Figure 1. M3 wires (run 1).
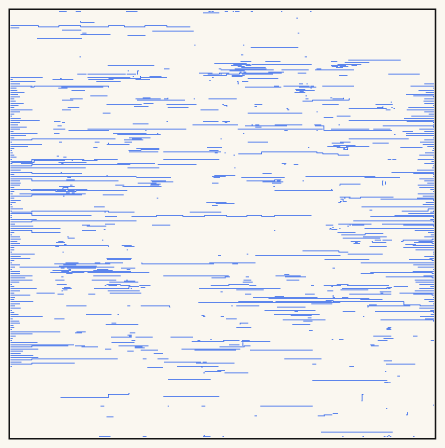
Figure 2. Metal layers overlaid (run 1).
Only two layers are drawn.
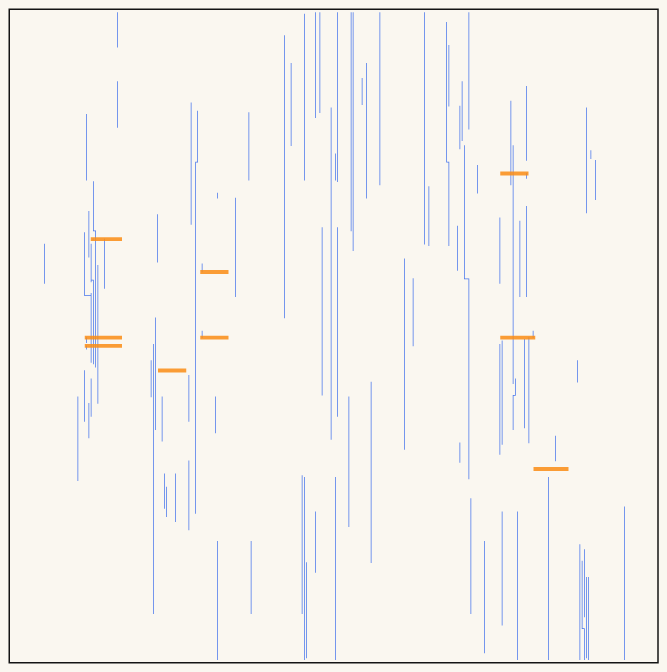
Figure 3. Pin map (run 1).
Pins as bars across the die edge, other pins in gray.
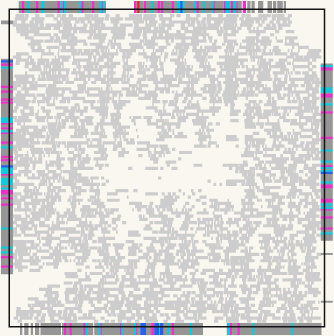
## config.mk

```make
export PLATFORM = sky130hd
export DESIGN_NAME = wb_stage
export DESIGN_NICKNAME = d
export VERILOG_FILES = /design/src/rtl/wb_stage.sv
export SDC_FILE = /design/constraint.sdc
export NUM_CORES = 1
export LEC_CHECK = 0
export CORE_AREA = 2 2 266 268
export DETAILED_ROUTE_END_ITERATION = 8
export DIE_AREA = 0 0 268 270
export PLACE_DENSITY_LB_ADDON = 0.15
export SYNTH_ARGS = -nofsm -noshare
export SYNTH_HDL_FRONTEND = slang
export SYNTH_SLANG_ARGS = --single-unit
```

## constraint.sdc

```tcl
create_clock -name clk -period 7 [get_ports clk]
set_clock_uncertainty 0.1 [all_clocks]
set_input_delay 1.75 -clock clk [delete_from_list [all_inputs] [get_ports clk]]
set_output_delay 1.75 -clock clk [all_outputs]
set_load 0.02 [all_outputs]
```

## src/rtl/wb_stage.sv

```systemverilog
// Write-back stage: latches the MEM handoff, drives the register-file write port,
// owns the machine-mode CSR file and sequences traps / mret into a flush + redirect.
module wb_stage #(
  parameter logic [63:0] RESET_MTVEC   = 64'h0,
  parameter logic [63:0] RESET_MSTATUS = 64'h0000_000a_0000_1800
) (
  input  logic        clk,
  input  logic        rst,
  input  logic        mem_to_wb_valid,
  output logic        wb_allow_in,
  output logic        wb_valid,
  input  logic [63:0] mem_pc,
  input  logic [31:0] mem_inst,
  input  logic [4:0]  mem_rd,
  input  logic        mem_rd_wen,
  input  logic        mem_ld,
  input  logic [63:0] mem_ld_data,
  input  logic [63:0] mem_exe_result,
  input  logic        mem_ex,
  input  logic [62:0] mem_ecode,
  input  logic        mem_ex_ret,
  input  logic        mem_csr_re,
  input  logic        mem_csr_we,
  input  logic        mem_csr_set,
  input  logic [11:0] mem_csr_num,
  input  logic [63:0] mem_csr_wdata,
  output logic        rf_we,
  output logic [4:0]  rf_waddr,
  output logic [63:0] rf_wdata,
  output logic [4:0]  wb_rd,
  output logic        wb_rd_wen,
  output logic        clear_pipline,
  output logic [63:0] redirect_pc,
  output logic        commit,
  output logic [63:0] commit_pc,
  output logic [31:0] commit_inst,
  output logic [63:0] inst_cnt
);

  localparam logic [11:0] CSR_MSTATUS  = 12'h300;
  localparam logic [11:0] CSR_MTVEC    = 12'h305;
  localparam logic [11:0] CSR_MSCRATCH = 12'h340;
  localparam logic [11:0] CSR_MEPC     = 12'h341;
  localparam logic [11:0] CSR_MCAUSE   = 12'h342;

  localparam int MIE  = 3;
  localparam int MPIE = 7;

  logic        valid_q;
  logic [63:0] pc_q, exe_result_q, csr_wdata_q;
  logic [31:0] inst_q;
  logic [4:0]  rd_q;
  logic        rd_wen_q, ld_q, ex_q, ex_ret_q, csr_re_q, csr_we_q, csr_set_q;
  logic [62:0] ecode_q;
  logic [11:0] csr_num_q;

  logic [63:0] mstatus_q, mtvec_q, mscratch_q, mepc_q, mcause_q;
  logic [63:0] inst_cnt_q, inst_cnt_d;
  logic [63:0] csr_old, csr_new;
  logic        do_trap, do_ret, do_csr_we;

  always_ff @(posedge clk) begin
    if (rst) valid_q <= 1'b0;
    else     valid_q <= mem_to_wb_valid;
  end

  // NOTE: the payload needs no reset; every consumer is qualified by valid_q.
  always_ff @(posedge clk) begin
    if (mem_to_wb_valid) begin
      pc_q         <= mem_pc;
      inst_q       <= mem_inst;
      rd_q         <= mem_rd;
      rd_wen_q     <= mem_rd_wen;
      ld_q         <= mem_ld;
      exe_result_q <= mem_exe_result;
      ex_q         <= mem_ex;
      ecode_q      <= mem_ecode;
      ex_ret_q     <= mem_ex_ret;
      csr_re_q     <= mem_csr_re;
      csr_we_q     <= mem_csr_we;
      csr_set_q    <= mem_csr_set;
      csr_num_q    <= mem_csr_num;
      csr_wdata_q  <= mem_csr_wdata;
    end
  end

  // NOTE: default first so every path assigns csr_old and no latch is inferred.
  always_comb begin
    csr_old = 64'h0;
    case (csr_num_q)
      CSR_MSTATUS:  csr_old = mstatus_q;
      CSR_MTVEC:    csr_old = mtvec_q;
      CSR_MSCRATCH: csr_old = mscratch_q;
      CSR_MEPC:     csr_old = mepc_q;
      CSR_MCAUSE:   csr_old = mcause_q;
      default:      csr_old = 64'h0;
    endcase
  end

  assign csr_new   = csr_set_q ? (csr_old | csr_wdata_q) : csr_wdata_q;
  assign do_trap   = valid_q & ex_q;
  assign do_ret    = valid_q & ex_ret_q & ~ex_q;
  assign do_csr_we = valid_q & csr_we_q & ~ex_q;

  always_ff @(posedge clk) begin
    if (rst) begin
      mstatus_q  <= RESET_MSTATUS;
      mtvec_q    <= RESET_MTVEC;
      mscratch_q <= 64'h0;
      mepc_q     <= 64'h0;
      mcause_q   <= 64'h0;
    end else if (do_trap) begin
      mepc_q               <= pc_q;
      mcause_q             <= {1'b0, ecode_q};
      mstatus_q[MPIE]      <= mstatus_q[MIE];
      mstatus_q[MIE]       <= 1'b0;
      mstatus_q[12:11]     <= 2'b11;
    end else begin
      if (do_csr_we) begin
        case (csr_num_q)
          CSR_MSTATUS:  mstatus_q  <= csr_new;
          CSR_MTVEC:    mtvec_q    <= csr_new;
          CSR_MSCRATCH: mscratch_q <= csr_new;
          CSR_MEPC:     mepc_q     <= {csr_new[63:2], 2'b00};
          CSR_MCAUSE:   mcause_q   <= csr_new;
          default:      ;
        endcase
      end
      // Later assignment wins, so mret's mstatus update overrides a same-instruction write.
      if (do_ret) begin
        mstatus_q[MIE]   <= mstatus_q[MPIE];
        mstatus_q[MPIE]  <= 1'b1;
        mstatus_q[12:11] <= 2'b00;
      end
    end
  end

  assign inst_cnt_d = commit ? inst_cnt_q + 64'd1 : inst_cnt_q;

  always_ff @(posedge clk) begin
    if (rst) inst_cnt_q <= 64'h0;
    else     inst_cnt_q <= inst_cnt_d;
  end

  assign wb_allow_in   = 1'b1;
  assign wb_valid      = valid_q;
  assign wb_rd         = rd_q;
  assign wb_rd_wen     = valid_q & rd_wen_q;
  assign rf_we         = valid_q & rd_wen_q & ~ex_q & (rd_q != 5'd0);
  assign rf_waddr      = rd_q;
  assign rf_wdata      = csr_re_q ? csr_old : (ld_q ? mem_ld_data : exe_result_q);
  assign clear_pipline = do_trap | do_ret;
  assign redirect_pc   = do_trap ? {mtvec_q[63:2], 2'b00} : (do_ret ? mepc_q : 64'h0);
  assign commit        = valid_q & ~ex_q;
  assign commit_pc     = pc_q;
  assign commit_inst   = inst_q;
  assign inst_cnt      = inst_cnt_q;

endmodule

```

==> CHANGELOG.md, run 1 <==
## Implementation

- Clk power: about 4.2 mW
- Final setup fails: 0
- Aoi share: between 20% and 30%
- Slew @ Worst Pin: roughly 1200 ps
- GR Util met1: 36.5%
- Crit path from: csr_num_q[11]
- Comb gate area: 11300 um2
- Worst hold slack: 377 ps
- Wl on met1: approximately 43000 um
- GRT met3 Usage: around 6.6%
- R2r setup slk: ~2300 ps
- Row cnt: approximately 97
- Post-synth top cells: nor2_1, dfxtp_1, edfxtp_1
- Dpl hpwl: between 70000 and 80000 um
- Cell Chain, Critical Path: or4bb_1 > nor2_4 > buf_12 > a22oi_1 > nor2_1 > a21oi_1 > a41oi_1 > clkdlybuf4s50_1
- Dominant register cell: dfxtp_1
- Multiplexer share: about 2.5%
- Syn Area/Cell: ~11 um2
- Resize count post-CTS: 0
- CP required: just over 5000 ps
- Fp util: 42.1%
- Register area: 17000 um2
- Root Buffer Master: clkbuf_16
- Ys Warns: 0
- Met3 WL: between 9000 and 10000 um
- Layout cell share with drive strength beyond 1: 7.05%
- Htree depth: 3
- Combinational power share: between 10% and 20%
- Vias per Instance: around 5.8
- Layout area overhead: 34.4%
- RD Place Congestion: roughly 0.87
- Kind of critical path: flip-flop to primary output
- Final hold vios: 0
- Worst Min Path Start: mcause_q[1]
- Critical Path Slowest Stage Cell: nor2_4
- Flip-flop and latch count after synthesis: 696
- Comb power: around 1.0 mW
- Crit path capture: rf_wdata[56]
- Leak pwr: about 13 nW
- Max-area cell share: a little under a third
- Clock-pin slew on the worst setup and hold paths: about 60 ps
- Core area: between 60000 and 70000 um2
- Fillers: 5863
- Top Metal Used: met5
- CTS Sinks: about 700
- CP delay by family, top: simple AND/OR/NAND/NOR gates
- Pins over their slew limit: 0
- CTS max path bufs: 3
- EDFF count, synth: 311
- Synth area leader: edfxtp_1
- Number of hold buffers added after CTS: 0
- I/O pin count: 682
- Crit start category: flip-flop
- Critical path's largest stage delay: roughly 970 ps
- Vias in the first global route: about 25000
- CP Depth: 8
- Final #Nets: about 3700
- GR Overflow Total: 0
- Seq pwr: about 4.6 mW
- TritonCTS clock tree: done
- First-pass DRT Iterations: 8
- TritonCTS Buffers: roughly 80
- Cell area power density: 249 nW/um2
- Worst reg2reg startpoint: csr_num_q[11]
- Ys async rst share: 0%
- R2R depth: 7
- Setup TNS: 0 ps
- Power, Total: 9.81 mW
- Bufs and invs on worst path: 2
- Min cycle time layout: about 6400 ps
- Clock network fraction of total power: a little over two fifths
- Placed cells: slightly above 4000
- Switching power share of the total: about a quarter
- Grt met2 use: 48.9%
- Log Warnings: 38
- Adders+Majority by Area: 0.0427%
- Chip Area, Yosys: between 20000 and 30000 um2
- Status: finished clean
- First-pass GRT wire length: 160000 um
- Maxcap violations: 0
- Critical Path AT: between 4000 and 5000 ps
- Final ANT Viol Nets: 0
- R2R Path End: mscratch_q[36]
- Syn nets: 3114
- Global route hottest layer: met2
- Finished layout cell area: slightly below 40000 um2
- Clk_lat worst skew: 610 ps
- Critical path capture point type: primary output
- Area share of xor/xnor cells in the synthesized design: 1.56%
- Non-filler instance count after layout: 4309
- Top power group: registers
- Max_slew headroom: 17.1%
- Hold Path Class: flip-flop to flip-flop
- Number of cells in Yosys stat: between 2000 and 3000
- Iteration-0 DRC Markers: 2036
- Max FO, Critical Path: 30
- Cell Area, Synth: 29300 um2
- Placed cell area: 36700 um2
- Synth area leaders: edfxtp_1, dfxtp_1, a211oi_1, nor2_1, mux2i_1
- Post-CTS setup buffers: 0
- Mapped Cells: 2735
- F_max: 156 MHz
- Post-layout util: 56.6%
- Area of the die: 72400 um2
- Largest net degree at the start of global routing: between 100 and 150
- WL met2: between 50000 and 60000 um
- Reg power frac: a little under half
- DRC Markers: 0
- Fin worst setup slack: approximately 600 ps
- RSZ-0062 raised after global routing: no
- WHS Path Cells: 2
- Unique cell types: between 60 and 70
- Initial antenna violation count: 18
- VDD IR max: 0.185 mV
- Place WS: around 1300 ps
- Hold endpoint: mcause_q[1]
- Yosys simple share: between 10 and 15%
- Sw power: between 2 and 2.5 mW
- Period utilization: between 90 and 100%
- Internal power: ~7.5 mW
- Most numerous cell in the Yosys netlist: nor2_1
- Main logic family: AND-OR/OR-AND gates
- Seq/Total Area, Yosys: roughly three fifths
About Figure 1:
449 nets have wire on it. The longest straight run is 89.2 um.
final wirelength: 110000 um
Vias: 25200

About Figure 2:
Key: orange = metal 5 [wire length 105 um]; blue = metal 4 [wire length 4220 um]
Wirelength per Cell: 25.5 um
gr usage total: 29.4%

About Figure 3:
Key: blue = mem_csr_num [pins 12, direction input, edge 8 bottom, 2 left, 1 right, 1 top]; red = mem_ld [pins 1, direction input, edge top]; magenta = mem_csr_wdata [pins 64, direction input, edge 20 top, 19 left, 14 right, 11 bottom]; cyan = mem_ecode [pins 63, direction input, edge 22 top, 18 left, 13 right, 10 bottom]
Die Ht: 270 um
die width: 268 um
PortBufs: 680

[run 1: cells by family after synthesis]
group / after synthesis
AND/OR/NAND/NOR: 844
AND-OR/OR-AND: 817
flip-flops: 696
adder cells (fa/ha/maj): 1
buffers and inverters: 251
other: 1
multiplexers: 73
XOR/XNOR: 52
[run 1: placed cells by master (no fill, tap or decap), types with 66 or more instances in the layout]
cell type	n
a211oi_1	250
a21oi_1	106
a22o_1	66
clkbuf_16	83
clkdlybuf4s50_1	678
dfxtp_1	385
edfxtp_1	311
mux2i_1	71
nand2_1	155
nor2_1	467
o21ai_0	106
[run 1: final cells by class]
class	instances	area share, %
flip-flops and latches	696	43.3
multi-input cells	1788	28.6
repair buffers	719	18.3
clock buffers	119	5.80
well taps	940	2.99
clock inverters	28	0.836
inverters	11	0.105
diodes	8	0.0508
==> run 2: changes to the inputs <==
ABC_CLOCK_PERIOD_IN_PS = 7000   (was not set)
Figure 4. Metal layers overlaid (run 2).
Only two layers are drawn.
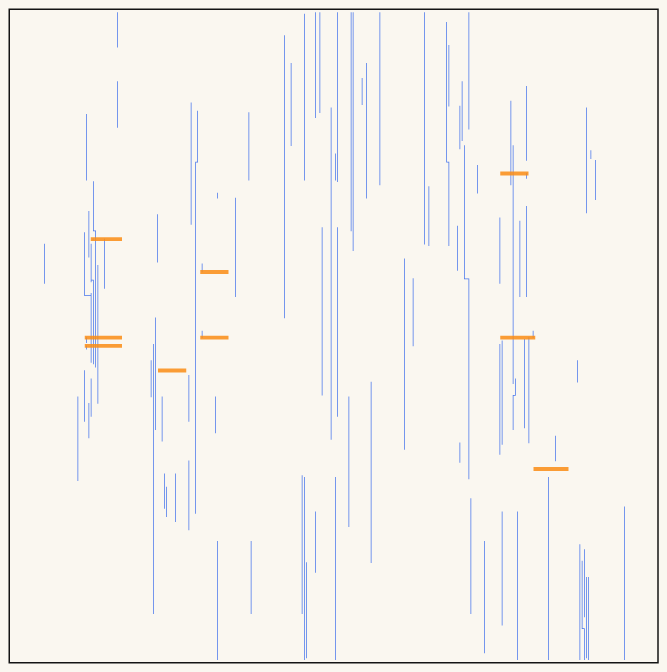
Key: orange = metal 5 [wire length 105 um]; blue = metal 4 [wire length 4220 um]

==> CHANGELOG.md, run 2 <==
## Implementation

- Status: finished clean
- Dpl hpwl: 70400 um (unchanged)
- Die width: 268 um (unchanged)
- Seq_cells: 696 (unchanged)
- Pins over their slew limit: 0 (unchanged)
- Critical path capture point type: primary output
- Combinational power share: 10.5% (about the same)
- Top Metal Used: met5
- Critical Path Slowest Stage Cell: nor2_4
- Cell Chain, Critical Path: or4bb_1 > nor2_4 > buf_12 > a22oi_1 > nor2_1 > a21oi_1 > a41oi_1 > clkdlybuf4s50_1
- Clk_lat worst skew: 610 ps (about the same)
- Ys Warns: 0 (unchanged)
- CP required: 5150 ps (about the same)
- Worst Min Path Start: mcause_q[1]
- Buffer share of cell area: 18.3% (unchanged)
- Critical path's largest stage delay: 970 ps (about the same)
- Dominant register cell: dfxtp_1
- Final wirelength: 110000 um (unchanged)
- Wirelength per Cell: 25.5 um (unchanged)
- Max_slew headroom: 17.1% (unchanged)
- Log Warnings: 38 (unchanged)
- Wl on met1: 43100 um (unchanged)
- Mapped Cells: 2735 (unchanged)
- Clk power: 4.21 mW (about the same)
- CP delay by family, top: simple AND/OR/NAND/NOR gates
- Seq/Total Area, Yosys: 58.2% (unchanged)
- R2R Path End: mscratch_q[36]
- Min cycle time layout: 6400 ps (unchanged)
- Finished layout cell area: 39400 um2 (unchanged)
- First-pass GRT wire length: 160000 um (unchanged)
- Area of the die: 72400 um2 (unchanged)
- Layout clock buffer count: 119 (unchanged)
- Leak pwr: 12.8 nW (unchanged)
- Final hold vios: 0 (unchanged)
- RD Place Congestion: 0.868 (unchanged)
- Vias in the first global route: 24900 (unchanged)
- Layout cell share with drive strength beyond 1: 7.05% (unchanged)
- Internal power: 7.45 mW (unchanged)
- Top cell excl fill/tap: clkdlybuf4s50_1
- Synth area leader: edfxtp_1
- TritonCTS clock tree: done
- Number of hold buffers added after CTS: 0 (unchanged)
- Vias per Instance: 5.85 (unchanged)
- Seq area share: 43.3% (unchanged)
- EDFF count, synth: 311 (unchanged)
- Setup TNS: 0 ps (unchanged)
- Comb gate area: 11300 um2 (unchanged)
- Resize count post-CTS: 0 (unchanged)
- Fillers: 5863 (unchanged)
- Crit start category: flip-flop
- Row cnt: 97 (unchanged)
- Ys async rst share: 0% (unchanged)
- Top power group: registers
- Initial antenna violation count: 18 (unchanged)
- RSZ-0062 raised after global routing: no
- Clock network fraction of total power: 42.9% (about the same)
- Top cell category: registers
- CTS max path bufs: 3 (unchanged)
- Period utilization: 91.4% (unchanged)
- Logic share of the area: 28.6% (unchanged)
- Syn Area/Cell: 10.7 um2 (unchanged)
- Vias: 25200 (unchanged)
- Maxcap violations: 0 (unchanged)
- Largest net degree at the start of global routing: 147 (unchanged)
- Max-area cell share: 31.9% (unchanged)
- I/O pin count: 682 (unchanged)
- CP Depth: 8 (unchanged)
- Core area: 69500 um2 (unchanged)
- Cell Area, Synth: 29300 um2 (unchanged)
- Htree depth: 3 (unchanged)
- GRT met3 Usage: 6.59% (unchanged)
- Power, Total: 9.81 mW (unchanged)
- Fp util: 42.1% (unchanged)
- Comb power: 1.03 mW (about the same)
- Switching power share of the total: 24.1% (unchanged)
- Root Buffer Master: clkbuf_16
- Syn nets: 3114 (unchanged)
- Critical Path AT: 4550 ps (about the same)
- VDD IR max: 0.185 mV (unchanged)
- Placed cell area: 36700 um2 (unchanged)
- Kind of critical path: flip-flop to primary output
- Iteration-0 DRC Markers: 2036 (unchanged)
- Gr usage total: 29.4% (unchanged)
- First-pass DRT Iterations: 8 (unchanged)
- DRC Markers: 0 (unchanged)
- Layout area overhead: 34.4% (unchanged)
- WHS Path Cells: 2 (unchanged)
- Inverter count: 11 (unchanged)
- Register area: 17000 um2 (unchanged)
- Sw power: 2.36 mW (unchanged)
- Count of multi-input gates: 1788 (unchanged)
- Worst reg2reg startpoint: csr_num_q[11]
- Post-synth top cells: nor2_1, dfxtp_1, edfxtp_1
- Layout clock area frac: 6.64% (unchanged)
- ANT cells: 8 (unchanged)
- Crit path capture: rf_wdata[56]
- Synth area leaders: edfxtp_1, dfxtp_1, a211oi_1, nor2_1, mux2i_1
- Hold Path Class: flip-flop to flip-flop
- Reg power frac: 46.6% (about the same)
- WL met2: 53200 um (unchanged)
- GR Overflow Total: 0 (unchanged)
- Bufs and invs on worst path: 2 (unchanged)
- TritonCTS Buffers: 79 (unchanged)
- Flip-flop and latch count after synthesis: 696 (unchanged)
- F_max: 156 MHz (unchanged)
- Die Ht: 270 um (unchanged)
- R2R depth: 7 (unchanged)
- Cell area power density: 249 nW/um2 (unchanged)
- Place WS: 1270 ps (unchanged)
- R2r setup slk: 2320 ps (about the same)
- Post-CTS setup buffers: 0 (unchanged)
- Slew @ Worst Pin: 1240 ps (unchanged)
- CTS Sinks: 696 (unchanged)
- Most numerous cell in the Yosys netlist: nor2_1
- PortBufs: 680 (unchanged)
- Number of non-clock buffers: 719 (unchanged)
- Clock-pin slew on the worst setup and hold paths: 60 ps (about the same)
- Final #Nets: 3674 (unchanged)
- TAP cells: 940 (unchanged)
- Chip Area, Yosys: 29300 um2 (unchanged)
- Met3 WL: 9120 um (unchanged)
- Crit path from: csr_num_q[11]
- Worst hold slack: 377 ps (unchanged)
- Unique cell types: 66 (unchanged)
- Number of cells in Yosys stat: 2735 (unchanged)
- Seq pwr: 4.57 mW (about the same)
- Fin worst setup slack: 602 ps (unchanged)
Figure 5. Track usage over the die (run 2).
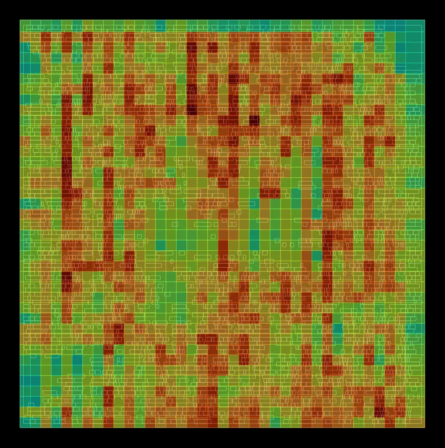
global route hottest layer: met2
GR Util met1: 36.5%
grt met2 use: 48.9%
post-layout util: 56.6%

==> run 2: cell counts in the layout (fill, tap and decap cells not counted) <==
No cell type changed its count.
==> run 2: cell families after synthesis <==
| logic type | share of synthesized area, % |
|---|---|
| other | 0.0128 |
| adders and majority gates | 0.0427 |
| AOI/OAI and AO/OA | 21.3 |
| muxes | 2.50 |
| DFF | 58.2 |
| xor gates and xnor gates | 1.56 |
| and+or+nand+nor | 12.7 |
| buffers and inverters | 3.69 |
==> run 2: through the flow <==
| stage | util [%] | std cells |
|---|---|---|
| CTS | 56.6 | 4301 |
| detailed placement | 52.8 | 4154 |
| floorplan | - | 2735 |
| global placement | 52.8 | 4154 |
| global route | 56.6 | 4307 |
| finish | 56.6 | 4309 |
No activity file was given, so power comes from the tool's default toggle rates.
